## src/rtl/maxnet_controller.sv

```systemverilog
// Sequences the 4-neuron Maxnet datapath: load on start edge, iterate inhibition until <=1 neuron is nonzero.
// Latency: done first high 3+2N cycles after the start edge (N = updates); start edges outside IDLE/DONE ignored.
// Handshake: level start (edge-detected), done held until the next start edge; MAXNET_ITER_LIMIT_EN adds an iteration cap.
module maxnet_controller #(
    parameter int N_NEURONS = 4,
    parameter int CNT_W     = 3,
    parameter int ITER_W    = 6,
    parameter int MAX_ITER  = 40
) (
    input  logic              clk,
    input  logic              rst,
    input  logic              start,
    input  logic [CNT_W-1:0]  nonzero_cnt,
    output logic              ld_init,
    output logic              ld_update,
    output logic              busy,
    output logic              done,
    output logic              zero_win,
    output logic [ITER_W-1:0] iter_cnt,
    output logic              err
);

    typedef enum logic [2:0] {
        S_IDLE   = 3'd0,
        S_LOAD   = 3'd1,
        S_CHECK  = 3'd2,
        S_UPDATE = 3'd3,
        S_DONE   = 3'd4
    } state_t;

    state_t state;
    logic   start_q;
    logic   start_e;
    logic   cnt_over;
    logic   one_left;

    // The cap must be reachable by iter_cnt or the limited build could never stop.
    if (MAX_ITER > (2 ** ITER_W) - 1) begin : g_cap_range
        $error("MAX_ITER does not fit in iter_cnt");
    end

    assign start_e  = start & ~start_q;
    // Counts above the neuron count are bogus; treat them as "still contested".
    assign cnt_over = nonzero_cnt > CNT_W'(N_NEURONS);
    assign one_left = !cnt_over && (nonzero_cnt <= CNT_W'(1));

`ifdef MAXNET_ITER_LIMIT_EN
    logic cap_hit;
    assign cap_hit = (iter_cnt == ITER_W'(MAX_ITER));
`endif

    always_ff @(posedge clk) begin
        if (rst) begin
            state     <= S_IDLE;
            start_q   <= 1'b0;
            iter_cnt  <= '0;
            ld_init   <= 1'b0;
            ld_update <= 1'b0;
            busy      <= 1'b0;
            done      <= 1'b0;
            zero_win  <= 1'b0;
            err       <= 1'b0;
        end else begin
            start_q   <= start;
            ld_init   <= 1'b0;
            ld_update <= 1'b0;
            case (state)
                S_IDLE: begin
                    busy     <= 1'b0;
                    done     <= 1'b0;
                    zero_win <= 1'b0;
                    err      <= 1'b0;
                    if (start_e) begin
                        state    <= S_LOAD;
                        iter_cnt <= '0;
                        ld_init  <= 1'b1;
                        busy     <= 1'b1;
                    end
                end
                S_LOAD: begin
                    state <= S_CHECK;
                end
                S_CHECK: begin
                    if (one_left) begin
                        state    <= S_DONE;
                        busy     <= 1'b0;
                        done     <= 1'b1;
                        zero_win <= (nonzero_cnt == '0);
                    end
`ifdef MAXNET_ITER_LIMIT_EN
                    else if (cap_hit) begin
                        state    <= S_DONE;
                        busy     <= 1'b0;
                        done     <= 1'b1;
                        zero_win <= 1'b0;
                        err      <= 1'b1;
                    end
`endif
                    else begin
                        state     <= S_UPDATE;
                        ld_update <= 1'b1;
                    end
                end
                S_UPDATE: begin
                    state <= S_CHECK;
                    if (iter_cnt != '1)
                        iter_cnt <= iter_cnt + 1'b1;
                end
                S_DONE: begin
                    if (start_e) begin
                        state    <= S_LOAD;
                        done     <= 1'b0;
                        zero_win <= 1'b0;
                        err      <= 1'b0;
                        iter_cnt <= '0;
                        ld_init  <= 1'b1;
                        busy     <= 1'b1;
                    end
                end
                default: begin
                    state    <= S_IDLE;
                    busy     <= 1'b0;
                    done     <= 1'b0;
                    zero_win <= 1'b0;
                    err      <= 1'b0;
                end
            endcase
        end
    end

endmodule

```

## config.mk

```make
export PLATFORM = sky130hd
export DESIGN_NAME = maxnet_controller
export DESIGN_NICKNAME = d
export VERILOG_FILES = /design/src/rtl/maxnet_controller.sv
export SDC_FILE = /design/constraint.sdc
export NUM_CORES = 1
export LEC_CHECK = 0
export CORE_MARGIN = 2
export CORE_UTILIZATION = 45
export CTS_CLUSTER_DIAMETER = 60
export DETAILED_ROUTE_END_ITERATION = 10
export MAX_ROUTING_LAYER = met4
export PLACE_DENSITY_LB_ADDON = 0.05
export REMOVE_ABC_BUFFERS = 1
export SETUP_SLACK_MARGIN = 0.5
export SYNTH_ARGS = -nofsm -noshare
export SYNTH_HDL_FRONTEND = slang
export SYNTH_SLANG_ARGS = --single-unit
```

## constraint.sdc

```tcl
create_clock -name clk -period 1.6 [get_ports clk]
set_input_delay 0.16 -clock clk [delete_from_list [all_inputs] [get_ports clk]]
set_output_delay 0.16 -clock clk [all_outputs]
set_load 0.03 [all_outputs]
```

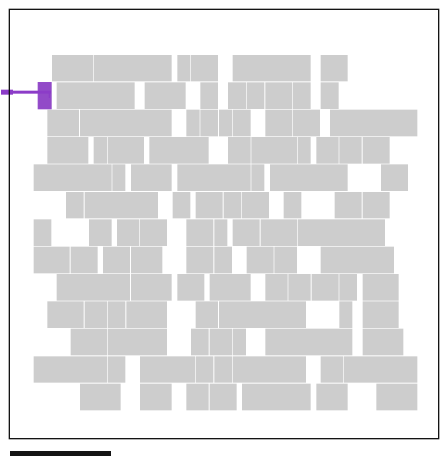
port_nets.png
Bar = 10 um.
| port | color | bits | direction | end cells | buffers | wire |
|---|---|---|---|---|---|---|
| err | purple | 1 | output | 1 | 0 | 4.00 um |

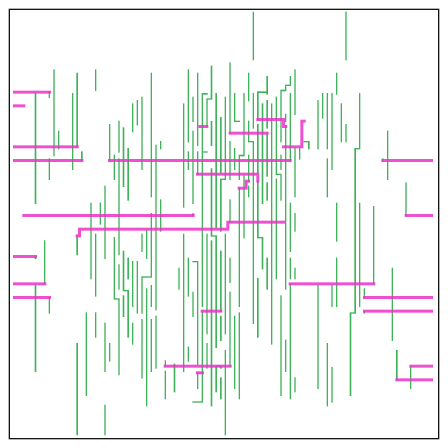
metal_stack.png
Two of the layers only.
| layer | color | wire length |
|---|---|---|
| met3 | magenta | 146 um |
| met2 | green | 911 um |
final wirelength: 1.929 mm
routed len/inst: 15.81 um
Vias: 724
total track usage: 21.83%

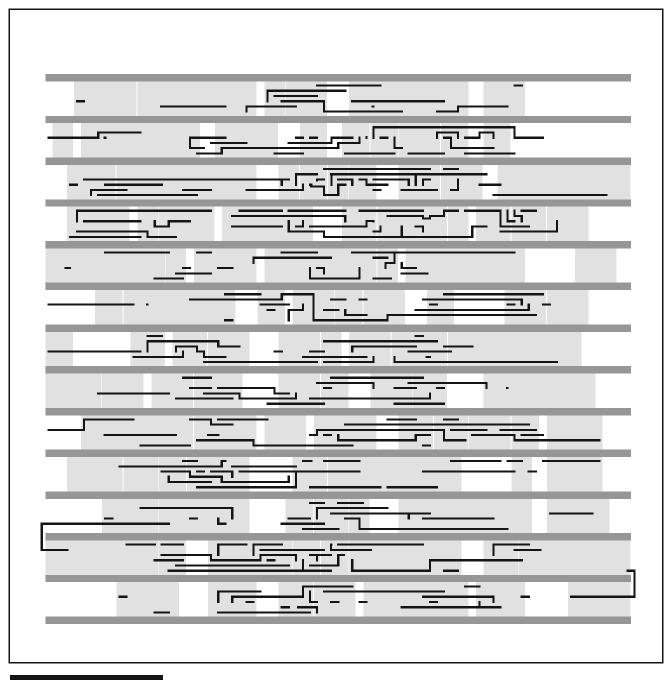
met1.png
Bar = 10 um. Supply wires on this layer in gray. Cells faint in the background.
longest straight run: 13.3 um
share of all routed wire: 43%
main direction: horizontal

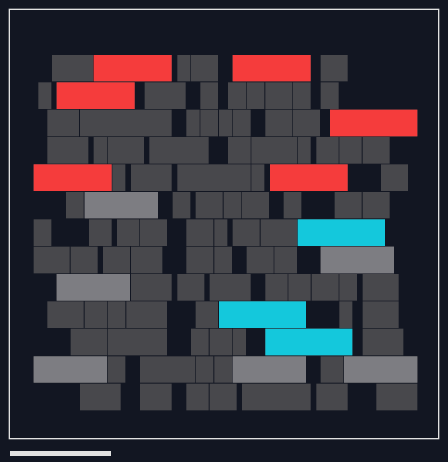
registers.png
Bar = 10 um. Other sequential cells in the stronger gray, the rest of the logic in the fainter gray.
| netlist name | color | placed flops |
|---|---|---|
| state | cyan | 3 |
| iter_cnt | red | 6 |
not colored: 6

==> impl_metrics.toml <==
# physical design summary
[synthesis]
synth.avg_cell_area_um2 = 8.661
yosysCellCount = 77
ys.flop_type = "dfxtp_1"
xor_area_share_pct = 0
synth_area_um2 = 666.9
aoi_share_pct = 20.08
async_flop_share_pct = 0
yosysWarnings = 0
synth_flop_count = 15
ys_seq_share_pct = 45.03
common_cells = "dfxtp_1 (15), a21oi_1 (7), nor2_1 (7), o21ai_0 (7)"
synth_cell_types = 32
top_cell_area_share_pct = 45.03

[power_and_ir_drop]
p_comb_share_pct = 20.8
pg_seq_uw = 400
leakagePower_nw = 0.4092
total_power_uw = 780.5
p_comb_uw = 162
p_int_uw = 555.3

[worst_setup_path]
worst_setup_path_start_kind = "flop"
critPathKind = "reg2reg"
endpoint = "zero_win$_SDFFE_PP0P_"
rr_worst_depth = 4
crit_start = "state[1]$_SDFFE_PP0P_"
cp_top_family = "simple AND/OR/NAND/NOR gates"
required_ps = 1820
r2r_setup_slack_ps = 190

[timing]
rsz0062_at_grt = "true"
worst_slack_ps = 189.7
fmax_mhz = 709.1
fin_hold_ws_ps = 495.0
fin_crit_sh_pct = 88.14
period_needed_ps = 1410
setup_tns_ps = 0
finalHoldViolCount = 0

[die]
fp.dieArea_mm2 = 0.001806
initial_utilization_pct = 49.40
die_x_um = 42.50
die.size.y_um = 42.50

[final_layout]
largestClassByArea = "logic gates"
seq_area_share_pct = 30.41
inverters = 3
layout_top_cell = "buf_4"
top_regs = "iter_cnt: 6 flops, state: 3 flops"
logic_gates = 56
antennaDiodeCount = 0
drive_gt1_share_pct = 49.53
regMostFlops = "iter_cnt"
fin_util_pct = 78.31
comb_share_pct = 40.12
final_cell_count_no_fill = 122
largest_reg_flops = 6
ff_count = 15
clkbuf_count = 3
area_growth_pct = 58.54

[grt]
grt_util_met3_pct = 7.759
grt_pass1_wl_mm = 2.898
globalRoute.totalOverflow = 0
grt_pass1_vias = 631
grt.busiest_layer = "met2"

[run]
warning_count = 27

[worst_hold_path]
whs_path_depth = 2

[drt]
ant_nets = 0
dr.pass1.iters = 4

[clocking]
ctsResizeCount = 62
cts.sinks = 15
clk_path_buf_depth = 2
cts.clk_slew.worst_paths_ps = 100
clock_latency_ps = 290

[placement]
dpl.hpwl_mm = 1.034
preCtsSetupSlack_ps = -42.33
finalWeightedCongestion = 0.7599
placed_area_um2 = 897.1
placedCellCount = 114

[status]
status = "finished clean"
